File: config.mk
export PLATFORM = sky130hd
export DESIGN_NAME = toggle_pulse_rx
export DESIGN_NICKNAME = d
export VERILOG_FILES = /design/src/rtl/tgl_pkg.sv /design/src/rtl/tgl_sync.sv /design/src/rtl/toggle_pulse_rx.sv
export SDC_FILE = /design/constraint.sdc
export NUM_CORES = 1
export LEC_CHECK = 0
export CORE_MARGIN = 2
export CORE_UTILIZATION = 43
export DETAILED_ROUTE_END_ITERATION = 7
export PLACE_DENSITY = 0.73
export SLEW_MARGIN = 25
export SYNTH_ARGS = -nofsm -noshare
export SYNTH_HDL_FRONTEND = slang
export SYNTH_SLANG_ARGS = --single-unit
File: constraint.sdc
create_clock -name clk -period 1.51 [get_ports clk]
set_input_delay 0.302 -clock clk [delete_from_list [all_inputs] [get_ports clk]]
set_output_delay 0.302 -clock clk [all_outputs]
set_load 0.02 [all_outputs]
File: src/rtl/tgl_pkg.sv
// Shared types and helpers for the toggle-handshake receiver.
package tgl_pkg;

  typedef enum logic {IDLE, PEND} state_e;

  localparam int unsigned DEFAULT_SYNC_STAGES = 2;

  // Increment that sticks at max instead of wrapping.
  function automatic logic [31:0] sat_inc(input logic [31:0] val, input logic [31:0] max);
    return (val >= max) ? max : val + 32'd1;
  endfunction

endpackage

File: src/rtl/tgl_sync.sv
// Multi-flop synchroniser for the asynchronous request toggle.
module tgl_sync #(
  parameter int unsigned SYNC_STAGES = 2
) (
  input  logic clk,
  input  logic rst_n,
  input  logic d,
  output logic q
);

  logic [SYNC_STAGES-1:0] sync_q;

  always_ff @(posedge clk or negedge rst_n) begin
    if (!rst_n) begin
      sync_q <= '0;
    end else begin
      sync_q <= {sync_q[SYNC_STAGES-2:0], d};
    end
  end

  assign q = sync_q[SYNC_STAGES-1];

endmodule

File: src/rtl/toggle_pulse_rx.sv
// Receive side of a two-phase toggle handshake: one valid/ready event per req_t change.
// Optional macro TGL_RX_TIMEOUT_EN retires events the consumer does not accept in TIMEOUT cycles.
module toggle_pulse_rx
  import tgl_pkg::*;
#(
  parameter int unsigned SYNC_STAGES = DEFAULT_SYNC_STAGES,
  parameter int unsigned CNT_W       = 8,
  parameter int unsigned TIMEOUT     = 255
) (
  input  logic             clk,
  input  logic             rst_n,
  input  logic             req_t,
  output logic             ack_t,
  output logic             evt_valid,
  input  logic             evt_ready,
  output logic [CNT_W-1:0] evt_cnt,
  output logic             ovf_err,
  output logic             tmo_err,
  input  logic             clr_err
);

  if (SYNC_STAGES < 2 || SYNC_STAGES > 4 || CNT_W < 1 || CNT_W > 32 || TIMEOUT < 1) begin : g_bad_param
    $error("toggle_pulse_rx: illegal parameter value");
  end

  localparam logic [CNT_W-1:0] CntMax = {CNT_W{1'b1}};

  logic       req_s;
  logic       req_d_q;
  logic       req_edge;
  state_e     state_q, state_d;
  logic       ack_q, ack_d;
  logic [CNT_W-1:0] cnt_q, cnt_d;
  logic       ovf_q, ovf_d;

  tgl_sync #(
    .SYNC_STAGES(SYNC_STAGES)
  ) u_sync (
    .clk  (clk),
    .rst_n(rst_n),
    .d    (req_t),
    .q    (req_s)
  );

  assign req_edge = req_s ^ req_d_q;

`ifdef TGL_RX_TIMEOUT_EN
  localparam int unsigned WaitW = $clog2(TIMEOUT + 1);

  logic [WaitW-1:0] wait_q, wait_d;
  logic             tmo_q, tmo_d;
  logic             tmo_hit;

  // Counts cycles spent in PEND; restarts from zero on every entry.
  assign wait_d  = (state_q == PEND) ? wait_q + 1'b1 : '0;
  assign tmo_hit = (wait_q == WaitW'(TIMEOUT - 1));
  assign tmo_err = tmo_q;

  always_ff @(posedge clk or negedge rst_n) begin
    if (!rst_n) begin
      wait_q <= '0;
      tmo_q  <= 1'b0;
    end else begin
      wait_q <= wait_d;
      tmo_q  <= tmo_d;
    end
  end
`else
  assign tmo_err = 1'b0;
`endif

  always_comb begin
    state_d = state_q;
    ack_d   = ack_q;
    cnt_d   = cnt_q;
    // Clear first so a same-cycle error still sets the flag.
    ovf_d   = ovf_q & ~clr_err;
`ifdef TGL_RX_TIMEOUT_EN
    tmo_d   = tmo_q & ~clr_err;
`endif
    unique case (state_q)
      IDLE: begin
        if (req_edge) state_d = PEND;
      end
      PEND: begin
        if (req_edge) ovf_d = 1'b1;
        if (evt_ready) begin
          state_d = IDLE;
          ack_d   = ~ack_q;
          cnt_d   = CNT_W'(sat_inc(32'(cnt_q), 32'(CntMax)));
        end
`ifdef TGL_RX_TIMEOUT_EN
        else if (tmo_hit) begin
          state_d = IDLE;
          ack_d   = ~ack_q;
          tmo_d   = 1'b1;
        end
`endif
      end
      default: state_d = IDLE;
    endcase
  end

  always_ff @(posedge clk or negedge rst_n) begin
    if (!rst_n) begin
      req_d_q <= 1'b0;
      state_q <= IDLE;
      ack_q   <= 1'b0;
      cnt_q   <= '0;
      ovf_q   <= 1'b0;
    end else begin
      req_d_q <= req_s;
      state_q <= state_d;
      ack_q   <= ack_d;
      cnt_q   <= cnt_d;
      ovf_q   <= ovf_d;
    end
  end

  assign evt_valid = (state_q == PEND);
  assign ack_t     = ack_q;
  assign evt_cnt   = cnt_q;
  assign ovf_err   = ovf_q;

endmodule
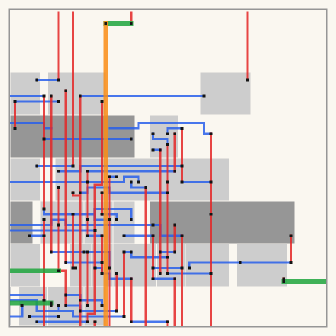
Figure 1: run 1, close-up of the layout.
Region (22, 22) to (42, 42) µm. Cells in grey, sequential cells in the stronger grey; small squares are vias.
met4 -> orange
met1 -> blue
met3 -> green
met2 -> red
most frequent = dlygate4sd2_1 (4)
sequential cells in the window = 2
netlist names of flops here include = evt_cnt (2)
cells with their middle in the window = 21

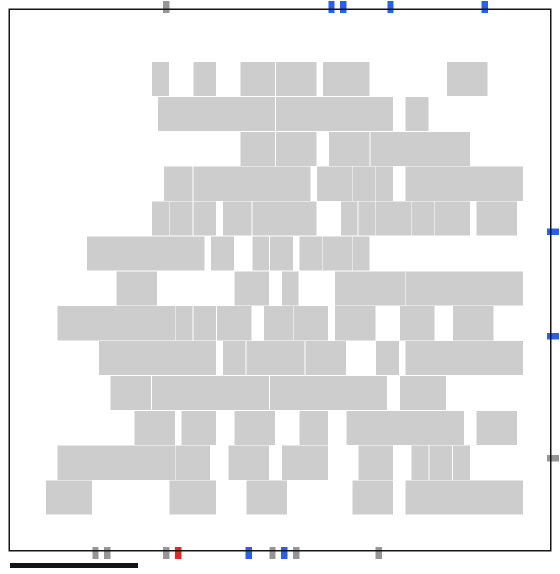
Figure 2: run 1, pin placement.
The bar under the picture is 10 µm long. Pins as bars across the die edge, other pins in grey.
ack_t -> red  # pins 1, direction output, edge bottom
evt_cnt -> blue  # pins 8, direction output, edge 4 top, 2 bottom, 2 right
Die Span Y: 42.1 µm
PortBufs: 15
Die X: 42.1 µm

==> qor.txt, run 1 <==
Net Sw Power = 0.541 mW
Final setup TNS = 0 ns
Mapped Area = 624 µm²
Dominant class by area = registers
Placed Cells = 91
Inverters = 3
Register area = 350 µm²
Synth area leader = dfrtp_1
Final std cells w/o fill = 95
Metal-1 WL = 560 µm
P_leak = 0.418 nW
First-pass GRT wire length = 2.28 mm
Placer Congestion = 0.785
Clk slew on worst S/H paths = 0.09 ns
Post_cts resized = 11
Status = completed
IR Drop Worst-Case VDD = 0.961 mV
MI comb cells = 37
Final #Nets = 87
Drt wl/cell = 13.7 µm
Combinational share of cell area = 0.287
# setup viols final = 0
Num CTS Buffers = 3
CP endpoint kind = flop
Reg2reg path depth = 5
Worst-skew pair later-pin latency = 0.28 ns
TritonRoute pass-1 iters = 4
Vias in the first global route = 525
Core ar. = 1330 µm²
M1 GR Usage = 0.204
NonClk Buf Share = 0.222
Routed wl met2 = 649 µm
Achievable Freq = 704 MHz
Power share of the sequential group = 0.396
Post-synthesis sequential area ratio = 0.561
Syn Nets = 62
Crit path from = evt_cnt[0]$_DFFE_PN0P_
Clk tree area frac = 0.0427
Clock group = 0.273 mW
Top Layer Used = met4
Reg2reg start = evt_cnt[0]$_DFFE_PN0P_
Clock power share = 0.195
CTS tree = built
CTS H-tree lvls = 1
DR vias = 503
DRC = 0
Main synth FF type = dfrtp_1
Post-synth EDFFs = 0
Worst path arrival time = 1.64 ns
Log Warnings = 26
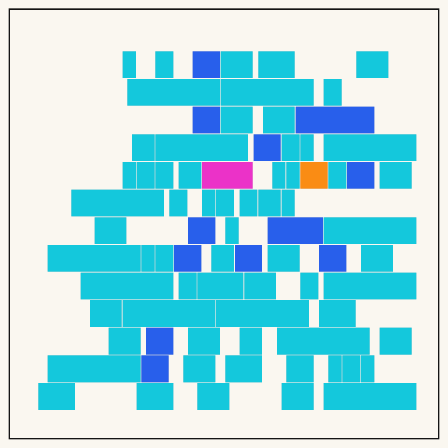
Figure 3: run 1, drive-strength map.
drive 1 or less -> cyan  # cells 66, share 83%, most used dfrtp_1
drive 3 to 4 -> blue  # cells 12, share 15%, most used buf_4
drive 2 -> orange  # cells 1, share 1.3%, most used and3_2
drive 6 and up -> magenta  # cells 1, share 1.3%, most used clkbuf_8
PnR worst setup slack: 0.0893 ns
Area Overhead vs Synth: 36.1%
number of non-clock buffers in the layout: 22
Final Cell Area: 850 µm²

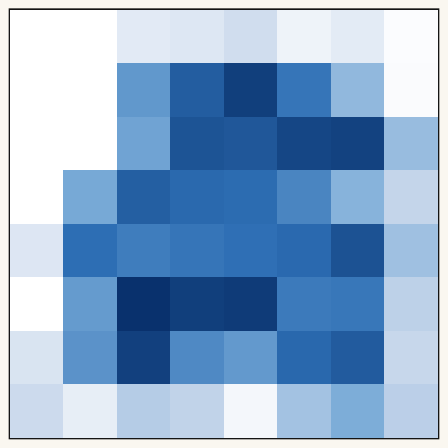
Figure 4: run 1, cell density map.
The die is cut into 8 by 8 equal tiles; white is low, dark blue is high, 0 to 100% covered.
fullest tile = 99%
densest ninth of the die = centre
emptiest ninth of the die = upper left
mean over tiles = 47%
tiles over 75% full = 27%
final core occ: 0.637
fp_density: 0.468

==> run 1: state kept, by name, indices dropped and copies added, names as in the netlist <==
register and count:
u_sync.sync_q 2, ovf_err 1, evt_cnt 8, ack_t 1, evt_valid 1, req_d_q 1
==> run 1: kinds of logic (layout without fill, tap and decap cells) <==
logic type                 Yosys count  after routing  synth area share
buffers and inverters                5             29            0.0481
AOI/OAI and AO/OA                    8              8            0.0701
muxes                                2              2            0.0401
adders and majority gates            1              1            0.0200
and+or+nand+nor                     22             22             0.212
DFF                                 14             14             0.561
other                                1              1           0.00601
xor gates and xnor gates             3              3            0.0421
==> run 1: critical path, cell delays in order, from the launching register on <==
cell and delay [ns]:
dfrtp_1 0.42, ha_1 0.22, and4_1 0.22, buf_4 0.16
and3_2 0.20, a21oi_1 0.13
==> run 1 -> run 2 <==
- CORE_ASPECT_RATIO: not set -> 1.5
- CORE_UTILIZATION: 43 -> 30
- PLACE_DENSITY: 0.73 -> not set
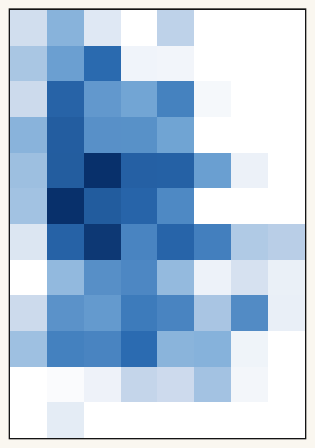
Figure 5: run 2, cell density map.
The die is cut into 8 by 12 equal tiles; white is low, dark blue is high, 0 to 100% covered.
mean over tiles = 34%
tiles over 75% full = 15%
emptiest ninth of the die = upper right
Core ar.: 2000 µm²
final core occ: 0.429
fp_density: 0.312

==> qor.txt, run 2 <==
CTS H-tree lvls = 1
Total grt overflow = 0
Synth area leader = dfrtp_1
Aoi share = 0.0701
Crit share post-route = 0.930
Biggest area cells = dfrtp_1, nand3_1, nand2_1, nand4_4, and4_1
Number of flip-flops in the largest register = 8
Drt wl/cell = 11.4 µm
Status = completed
Adder-cell share of the synthesized area = 0.0200
Metal-1 WL = 468 µm
Reg2reg path depth = 5
Post-synth EDFFs = 0
Hold Crit Class = input port to async pin
Placer Congestion = 0.743
CP endpoint kind = flop
Placed Cells = 98
P_leak = 0.418 nW
DRC = 0
Log Warnings = 26
Final std cells w/o fill = 102
Routed WL = 1.16 mm
Final #Nets = 87
Syn Nets = 62
Clk slew on worst S/H paths = 0.08 ns
Vias in the first global route = 487
Root Buffer = clkbuf_4
IR Drop Worst-Case VDD = 0.742 mV
Synth Area in Simple Gates = 0.212
First-iteration detailed-routing DRC count = 8
Crit path from = evt_cnt[0]$_DFFE_PN0P_
MUX share of area = 0.0401
Main synth FF type = dfrtp_1
Clock group = 0.270 mW
First-pass GRT wire length = 2.10 mm
Detailed Place HPWL = 909 µm
Top Layer Used = met4
Area Overhead vs Synth = 37.5%
Top non-seq family = simple AND/OR/NAND/NOR gates
# setup viols final = 0
PortBufs = 15
Achievable Freq = 712 MHz
CTS tree = built
XOR Share, Synth = 0.0421
Post-synthesis sequential area ratio = 0.561
Reg2reg start = evt_cnt[0]$_DFFE_PN0P_
Final Cell Area = 858 µm²
Num CTS Buffers = 3
Power Density = 1610 nW/µm²
M1 GR Usage = 0.149
Clock power share = 0.196
Worst-skew pair later-pin latency = 0.28 ns
Mapped Area = 624 µm²
Largest net degree at the start of global routing = 15
Worst path arrival time = 1.62 ns
DRT antenna net count = 0
Post_cts resized = 11
Final setup TNS = 0 ns
Reg2reg end = evt_cnt[4]$_DFFE_PN0P_
TritonRoute pass-1 iters = 4
Power share of the sequential group = 0.398
Net Sw Power = 0.520 mW
DR vias = 488
PnR worst setup slack = 0.105 ns
Routed wl met2 = 615 µm
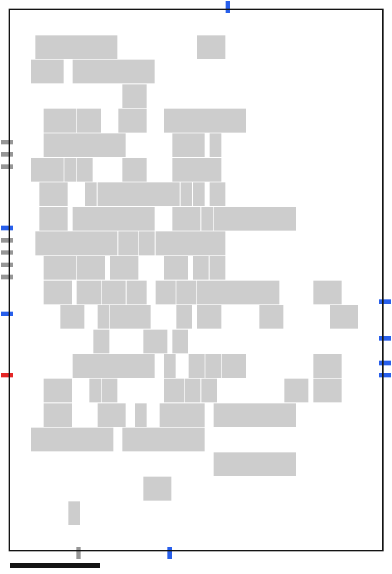
Figure 6: run 2, pin placement.
The bar under the picture is 10 µm long. Pins as bars across the die edge, other pins in grey.
evt_cnt -> blue  # pins 8, direction output, edge 4 right, 2 left, 1 bottom, 1 top
ack_t -> red  # pins 1, direction output, edge left
all pins by edge = 10 left, 4 right, 2 bottom, 1 top
Die X: 41.3 µm
Die Span Y: 59.9 µm

## run 2: cell counts in the layout (fill, tap and decap cells not counted)
No cell type changed its count.
## run 2: critical path: stages (launching register included)
cell	delay, ns
dfrtp_1	0.42
ha_1	0.22
and4_1	0.21
buf_4	0.16
and3_2	0.20
a21oi_1	0.13
## run 2: cells by family after synthesis
logic type | after synthesis
xor gates and xnor gates | 3
muxes | 2
DFF | 14
other | 1
AOI/OAI and AO/OA | 8
buffers and inverters | 5
adders and majority gates | 1
and+or+nand+nor | 22
## run 2: layout make-up
cell class	count	area (µm²)	share of cell area
Clock buffer	4	36.3	0.0423
Sequential cell	14	350	0.408
Timing Repair Buffer	22	189	0.220
Multi-Input combinational cell	37	244	0.284
Tap cell	22	27.5	0.0321
Inverter	3	11.3	0.0131
Power is estimated from default activity; no workload was simulated.
